## src/rtl/router_pkg.sv

```systemverilog
// Shared router types: flit format, port numbering and the XY routing helpers
// used by the input unit and its FIFO.
package router_pkg;

   localparam int NUM_OF_PORTS = 5;
   localparam int COORD_W      = 4;
   localparam int DATA_W       = 16;

   typedef enum logic [1:0] {
      HEAD      = 2'd0,
      BODY      = 2'd1,
      TAIL      = 2'd2,
      HEAD_TAIL = 2'd3
   } flit_type_t;

   typedef enum logic [2:0] {
      LOCAL     = 3'd0,
      NORTH     = 3'd1,
      EAST      = 3'd2,
      SOUTH     = 3'd3,
      WEST      = 3'd4,
      NONE_PORT = 3'd7
   } port_t;

   typedef enum logic {RX_IDLE, RX_ACKED} rx_state_t;
   typedef enum logic {R_IDLE, R_ACTIVE}  pkt_state_t;

   typedef logic [COORD_W-1:0] coord_t;

   typedef struct packed {
      logic              valid;
      flit_type_t        flit_type;
      coord_t            dest_x;
      coord_t            dest_y;
      logic [DATA_W-1:0] data;
   } flit_t;

   typedef struct packed {
      flit_t flit;
      port_t target_port;
   } router_pipeline_bus_t;

   function automatic flit_t invalid_flit();
      flit_t f;
      f = '0;
      return f;
   endfunction

   // Dimension-order routing: resolve X completely before moving in Y.
   function automatic port_t xy_route(input coord_t dest_x, input coord_t dest_y,
                                      input coord_t x, input coord_t y);
      if (dest_x > x)      return EAST;
      else if (dest_x < x) return WEST;
      else if (dest_y > y) return NORTH;
      else if (dest_y < y) return SOUTH;
      else                 return LOCAL;
   endfunction

   function automatic logic [NUM_OF_PORTS-1:0] onehot_port(input port_t port);
      logic [NUM_OF_PORTS-1:0] oh;
      for (int i = 0; i < NUM_OF_PORTS; i++) begin
         oh[i] = (port == port_t'(3'(i)));
      end
      return oh;
   endfunction

endpackage

```

## src/rtl/input_unit_if.sv

```systemverilog
// Link-side signal bundle of the input unit: upstream req/ack handshake,
// switch request/accept and status outputs.
interface input_unit_if #(
   parameter int FIFO_DEPTH = 4
);
   import router_pkg::*;

   logic                              i_up_req;
   router_pipeline_bus_t              i_u2i;
   logic                              o_up_ack;
   logic [NUM_OF_PORTS-1:0]           o_switch_request;
   logic [NUM_OF_PORTS-1:0]           i_outport_ack;
   router_pipeline_bus_t              o_i2s;
   logic [$clog2(FIFO_DEPTH+1)-1:0]   o_fifo_count;
   logic                              o_err;

   modport master (
      output i_up_req, i_u2i, i_outport_ack,
      input  o_up_ack, o_switch_request, o_i2s, o_fifo_count, o_err
   );

   modport slave (
      input  i_up_req, i_u2i, i_outport_ack,
      output o_up_ack, o_switch_request, o_i2s, o_fifo_count, o_err
   );

endinterface

```

## src/rtl/input_unit_flit_fifo.sv

```systemverilog
// Flit buffer with registered occupancy count; DEPTH must be a power of two so
// the pointers wrap naturally.
module flit_fifo
   import router_pkg::*;
#(
   parameter int DEPTH = 4
) (
   input  logic                           clk,
   input  logic                           reset_n,
   input  logic                           push,
   input  flit_t                          push_flit,
   input  logic                           pop,
   output flit_t                          head,
   output logic [$clog2(DEPTH+1)-1:0]     count,
   output logic                           full,
   output logic                           empty
);

   localparam int PTR_W = $clog2(DEPTH);
   localparam int CNT_W = $clog2(DEPTH+1);

   flit_t             mem [DEPTH];
   logic [PTR_W-1:0]  wr_ptr;
   logic [PTR_W-1:0]  rd_ptr;
   logic [CNT_W-1:0]  count_q;
   logic              do_push;
   logic              do_pop;

   assign full    = (count_q == CNT_W'(DEPTH));
   assign empty   = (count_q == '0);
   assign do_push = push && !full;
   assign do_pop  = pop && !empty;
   assign head    = mem[rd_ptr];
   assign count   = count_q;

   // NOTE: sequential state uses <= so every register samples pre-edge values.
   always_ff @(posedge clk or negedge reset_n) begin
      if (!reset_n) begin
         wr_ptr  <= '0;
         rd_ptr  <= '0;
         count_q <= '0;
      end else begin
         if (do_push) wr_ptr <= wr_ptr + 1'b1;
         if (do_pop)  rd_ptr <= rd_ptr + 1'b1;
         case ({do_push, do_pop})
            2'b10:   count_q <= count_q + 1'b1;
            2'b01:   count_q <= count_q - 1'b1;
            default: count_q <= count_q;
         endcase
      end
   end

   // NOTE: storage is not reset; the pointers and count alone define what is valid.
   always_ff @(posedge clk) begin
      if (do_push) mem[wr_ptr] <= push_flit;
   end

endmodule

```

## src/rtl/input_unit.sv

```systemverilog
// Receive endpoint of an inter-router link: four-phase upstream handshake into
// a flit FIFO, XY route on the head flit, and per-packet streaming to the switch.
module input_unit
   import router_pkg::*;
#(
   parameter int FIFO_DEPTH = 4,
   parameter int X_COORD    = 0,
   parameter int Y_COORD    = 0
) (
   input logic          clk,
   input logic          reset_n,
   input_unit_if.slave  bus
);

   localparam int CNT_W = $clog2(FIFO_DEPTH+1);

   rx_state_t               rx_state;
   pkt_state_t              pkt_state;
   logic                    up_ack_q;
   port_t                   target_q;
   logic [NUM_OF_PORTS-1:0] switch_request_q;
   logic                    err_q;

   flit_t                   head;
   logic [CNT_W-1:0]        fifo_count;
   logic                    full;
   logic                    empty;
   logic                    push;
   logic                    pop;
   logic                    transfer;
   logic                    discard;
   logic                    head_is_start;
   port_t                   route;

   assign route = xy_route(head.dest_x, head.dest_y, coord_t'(X_COORD), coord_t'(Y_COORD));
   assign head_is_start = (head.flit_type == HEAD) || (head.flit_type == HEAD_TAIL);

   // Full is judged on the registered count, so a same-cycle pop never admits a push.
   assign push     = (rx_state == RX_IDLE) && bus.i_up_req && !full && bus.i_u2i.flit.valid;
   assign transfer = (pkt_state == R_ACTIVE) && !empty && |(bus.i_outport_ack & switch_request_q);
   assign discard  = (pkt_state == R_IDLE) && !empty && !head_is_start;
   assign pop      = transfer || discard;

   flit_fifo #(.DEPTH(FIFO_DEPTH)) u_fifo (
      .clk       (clk),
      .reset_n   (reset_n),
      .push      (push),
      .push_flit (bus.i_u2i.flit),
      .pop       (pop),
      .head      (head),
      .count     (fifo_count),
      .full      (full),
      .empty     (empty)
   );

   always_ff @(posedge clk or negedge reset_n) begin
      if (!reset_n) begin
         rx_state <= RX_IDLE;
         up_ack_q <= 1'b0;
      end else begin
         case (rx_state)
            RX_IDLE: if (bus.i_up_req && !full) begin
               up_ack_q <= 1'b1;
               rx_state <= RX_ACKED;
            end
            RX_ACKED: if (!bus.i_up_req) begin
               up_ack_q <= 1'b0;
               rx_state <= RX_IDLE;
            end
            default: rx_state <= RX_IDLE;
         endcase
      end
   end

   always_ff @(posedge clk or negedge reset_n) begin
      if (!reset_n) begin
         pkt_state        <= R_IDLE;
         target_q         <= NONE_PORT;
         switch_request_q <= '0;
         err_q            <= 1'b0;
      end else begin
         err_q <= 1'b0;
         case (pkt_state)
            R_IDLE: if (!empty) begin
               if (head_is_start) begin
                  target_q         <= route;
                  switch_request_q <= onehot_port(route);
                  pkt_state        <= R_ACTIVE;
               end else begin
                  err_q <= 1'b1;
               end
            end
            R_ACTIVE: if (transfer) begin
               // A stray HEAD mid-packet is flagged but still forwarded as a body flit.
               if (head.flit_type == HEAD) err_q <= 1'b1;
               if (head.flit_type == TAIL || head.flit_type == HEAD_TAIL) begin
                  pkt_state        <= R_IDLE;
                  target_q         <= NONE_PORT;
                  switch_request_q <= '0;
               end
            end
            default: pkt_state <= R_IDLE;
         endcase
      end
   end

   // NOTE: every combinational output gets a default first so no latch is inferred.
   always_comb begin
      bus.o_i2s.flit        = invalid_flit();
      bus.o_i2s.target_port = target_q;
      if (!empty) begin
         bus.o_i2s.flit       = head;
         bus.o_i2s.flit.valid = 1'b1;
      end
   end

   assign bus.o_up_ack         = up_ack_q;
   assign bus.o_switch_request = switch_request_q;
   assign bus.o_fifo_count     = fifo_count;
   assign bus.o_err            = err_q;

endmodule

```

## src/flat_wrapper.sv

```systemverilog
// flat-port wrapper written by rule: the top's interface ports become plain ports
module input_unit_flat import router_pkg::*;
#(
   parameter int FIFO_DEPTH = 4,
   parameter int X_COORD    = 0,
   parameter int Y_COORD    = 0
)
  (clk, reset_n, bus_i_up_req, bus_i_u2i, bus_i_outport_ack, bus_o_up_ack, bus_o_switch_request, bus_o_i2s, bus_o_fifo_count, bus_o_err);
  input_unit_if #(.FIFO_DEPTH(FIFO_DEPTH)) bus_i ();
  input logic clk;
  input logic reset_n;
  input wire logic [$bits(bus_i.i_up_req)-1:0] bus_i_up_req;
  input wire logic [$bits(bus_i.i_u2i)-1:0] bus_i_u2i;
  input wire logic [$bits(bus_i.i_outport_ack)-1:0] bus_i_outport_ack;
  output wire logic [$bits(bus_i.o_up_ack)-1:0] bus_o_up_ack;
  output wire logic [$bits(bus_i.o_switch_request)-1:0] bus_o_switch_request;
  output wire logic [$bits(bus_i.o_i2s)-1:0] bus_o_i2s;
  output wire logic [$bits(bus_i.o_fifo_count)-1:0] bus_o_fifo_count;
  output wire logic [$bits(bus_i.o_err)-1:0] bus_o_err;
  assign bus_i.i_up_req = bus_i_up_req;
  assign bus_i.i_u2i = bus_i_u2i;
  assign bus_i.i_outport_ack = bus_i_outport_ack;
  assign bus_o_up_ack = bus_i.o_up_ack;
  assign bus_o_switch_request = bus_i.o_switch_request;
  assign bus_o_i2s = bus_i.o_i2s;
  assign bus_o_fifo_count = bus_i.o_fifo_count;
  assign bus_o_err = bus_i.o_err;
  input_unit #(.FIFO_DEPTH(FIFO_DEPTH), .X_COORD(X_COORD), .Y_COORD(Y_COORD)) u_core (.clk(clk), .reset_n(reset_n), .bus(bus_i));
endmodule
```

## config.mk

```make
export PLATFORM = sky130hd
export DESIGN_NAME = input_unit_flat
export DESIGN_NICKNAME = d
export VERILOG_FILES = /design/src/rtl/router_pkg.sv /design/src/rtl/input_unit_if.sv /design/src/rtl/input_unit_flit_fifo.sv /design/src/rtl/input_unit.sv /design/src/flat_wrapper.sv
export SDC_FILE = /design/constraint.sdc
export NUM_CORES = 1
export LEC_CHECK = 0
export ABC_AREA = 1
export CORE_MARGIN = 5
export CORE_UTILIZATION = 28
export CTS_BUF_LIST = sky130_fd_sc_hd__clkbuf_2
export CTS_CLUSTER_SIZE = 14
export DETAILED_ROUTE_END_ITERATION = 8
export HOLD_SLACK_MARGIN = 0.15
export SLEW_MARGIN = 5
export SYNTH_ARGS = -nofsm -noshare
export SYNTH_HDL_FRONTEND = slang
export SYNTH_SLANG_ARGS = --single-unit
export TNS_END_PERCENT = 100
```

## constraint.sdc

```tcl
create_clock -name clk -period 3 [get_ports clk]
set_clock_uncertainty 0.05 [all_clocks]
set_input_delay 0.9 -clock clk [delete_from_list [all_inputs] [get_ports clk]]
set_output_delay 0.9 -clock clk [all_outputs]
set_load 0.005 [all_outputs]
```

### Layout detail

Scale bar: 20 um. Window x 11 to 61, y 11 to 61 um. Cells in gray, sequential cells in the stronger gray; small squares are vias.
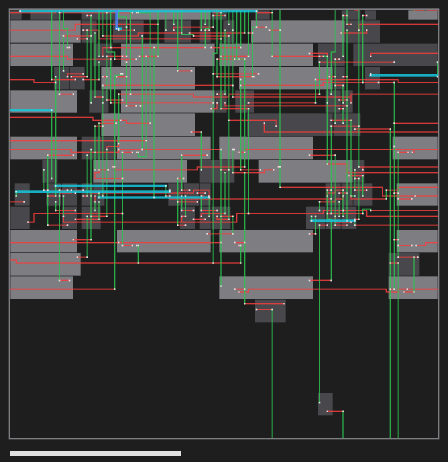
Key: red = M1; green = M2; blue = M4; cyan = M3
Netlist names of flops here include u_core.u_fifo.mem (22). 70 logic cells have their middle in the window. Sequential cells in the window: 22. Most frequent: edfxtp_1 (22), nor2_1 (11), o21ai_1 (9).

### Cell placement

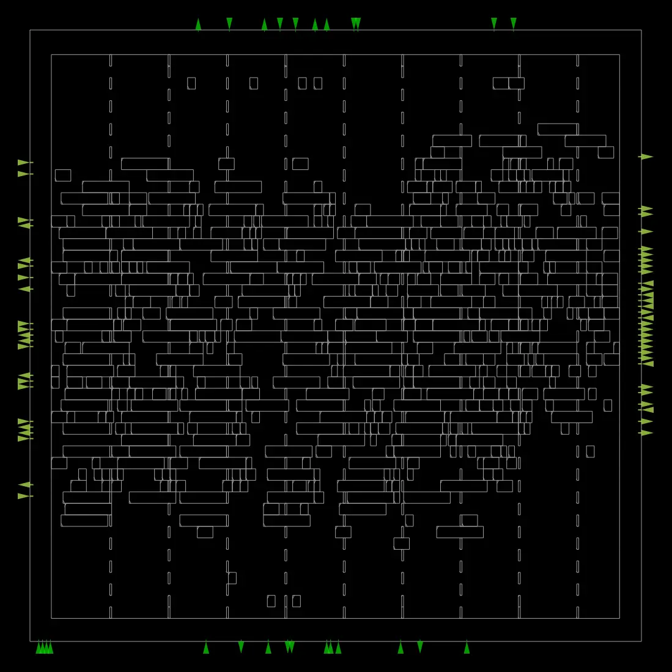
flop count: 122
Layout Utilization: 38.6%
flop share of the area: 51.8%
Core Rows: 49

### Where the registers sit

Other sequential cells in the stronger gray, the rest of the logic in the fainter gray.
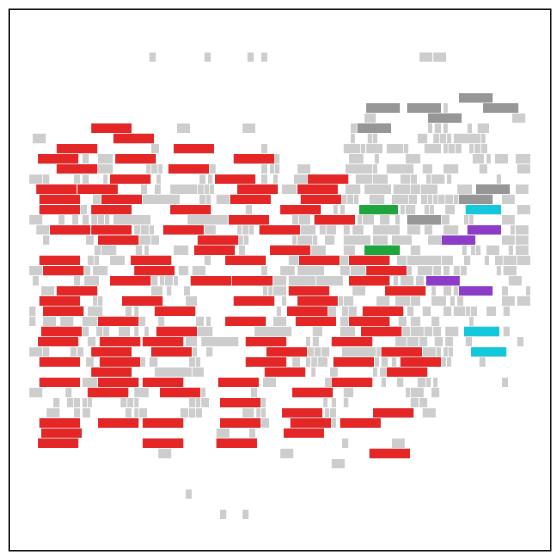
Key: cyan = u_core.target_q [placed flops 3]; red = u_core.u_fifo.mem [placed flops 104]; purple = u_core.bus.o_switch_request [placed flops 4, where east]; green = u_core.u_fifo.rd_ptr [placed flops 2]
Another 9 sequential cells are not colored.

### Placement by cell class

Fill, decap, tap and diode cells in gray.
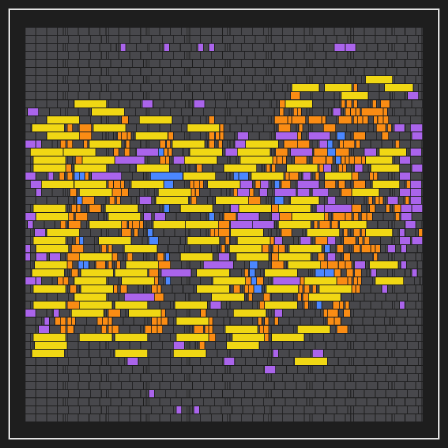
Key: orange = remaining logic cells [cells 284, share of their area 25%]; blue = clock drivers and dummy loads [cells 31, share of their area 3.2%]; purple = remaining buffers and delay cells [cells 111, share of their area 18%]; yellow = registers [cells 122, share of their area 54%]

### Wiring heat map

Scale bar: 50 um. The die is cut into 29 by 29 equal tiles; black is low, pale yellow is high, scaled to the fullest tile. Values are wire area over tile area, all layers added.
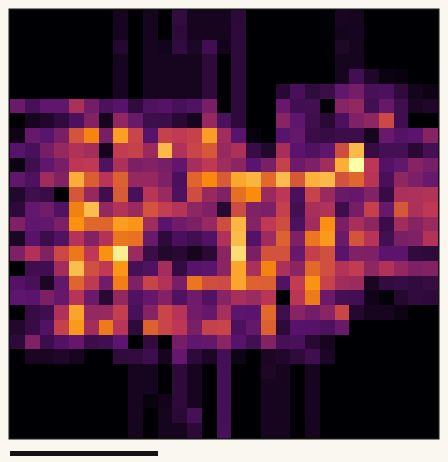
The emptiest ninth of the die: south-east. The mean over all tiles is 0.096. The fullest tile reaches 0.44. 30% of the tiles are nearly empty. 13% of the tiles are over half the peak.

==> Changelog: implementation <==
### Physical design

- Dominant cell area share: slightly above 60%
- Switching share of total power: about two fifths
- Slew Limit Fails: 0
- Post-Synth Simple-Gate Area: 15.1%
- Sequential Power Share: 33.5%
- Largest area contributor in the netlist: edfxtp_1
- Buffers, non-clock: ~110
- Worst-margin pin slew: a little under 800 ps
- Layout Cells excl Fill: between 700 and 800
- Failing checks: setup timing
- Overflow after GRT: 0
- Synth top cells by count: 104 x edfxtp_1, 84 x nor2_1, 61 x nand2_1, 33 x o21ai_0, 22 x a21oi_1
- Count of input and output buffers: 72
- Reg-to-reg critical path startpoint: u_core.u_fifo.rd_ptr[0]$_DFFE_PN0P_
- Synthesized area per cell: ~12 um2
- Crit path DAT: 2090 ps
- Post-synth net total: roughly 470
- Pwr Density: between 900 and 1000 nW/um2
- DP Area: 6170 um2
- Worst setup SP type: register
- Hold EP: u_core.target_q[2]$_DFFE_PN1P_
- Logic area: 1560 um2
- Relative slew slack: 47.8%
- Fin crit period: about 3000 ps
- Critical Path End: bus_o_i2s[27]
- TNS Setup: -72.9 ps
- Comb/total area: a little under a quarter
- # Post-CTS Setup Buffers: 13
- FF/Latch Area: 3580 um2
- Int Pwr: around 4 mW
- Switch Pwr: around 2.6 mW
- Clk power: between 0.9 and 1 mW
- Grt met3 use: about 2.7%
- Part of the power in combinational logic: about 52%
- Status: finished, violations left
- Highest-power group: combinational cells
- Clock buf/inv share: under 10%
- Tool Warnings: 37
- Met2 global-route usage: 20.7%
- Dominant kind of cell: flip-flops and latches
- Core Area: approximately 18000 um2
- Worst Hold Depth: 2
- Worst R2R Path Depth: 14
- Lkg Pwr: around 2.6 nW
- Final worst setup slack: -35.8 ps
- Area Overhead vs Synth: 36.5%
- Vias in the first global route: around 3.6k
- Remaining antenna violation count: 0
- Deepest clock path buffer count: 2
- Crit. path cell count: 6
- Share of layout cells above drive strength 1: between 30% and 40%
- Final Routed Wirelength: ~13000 um
- Final worst path period share: 101%
- Chip Width: 145 um
- Worst hold slack: between 400 and 500 ps
- Synth warn: 0
- R2R Setup Slk: ~20 ps
- Gp weighted congestion: 0.695
- Final setup viols: 6
- Uppermost layer routed: met5
- Combinational power: around 3.4 mW
- Clk sink count: approximately 120
No activity file was given, so power comes from the tool's default toggle rates.
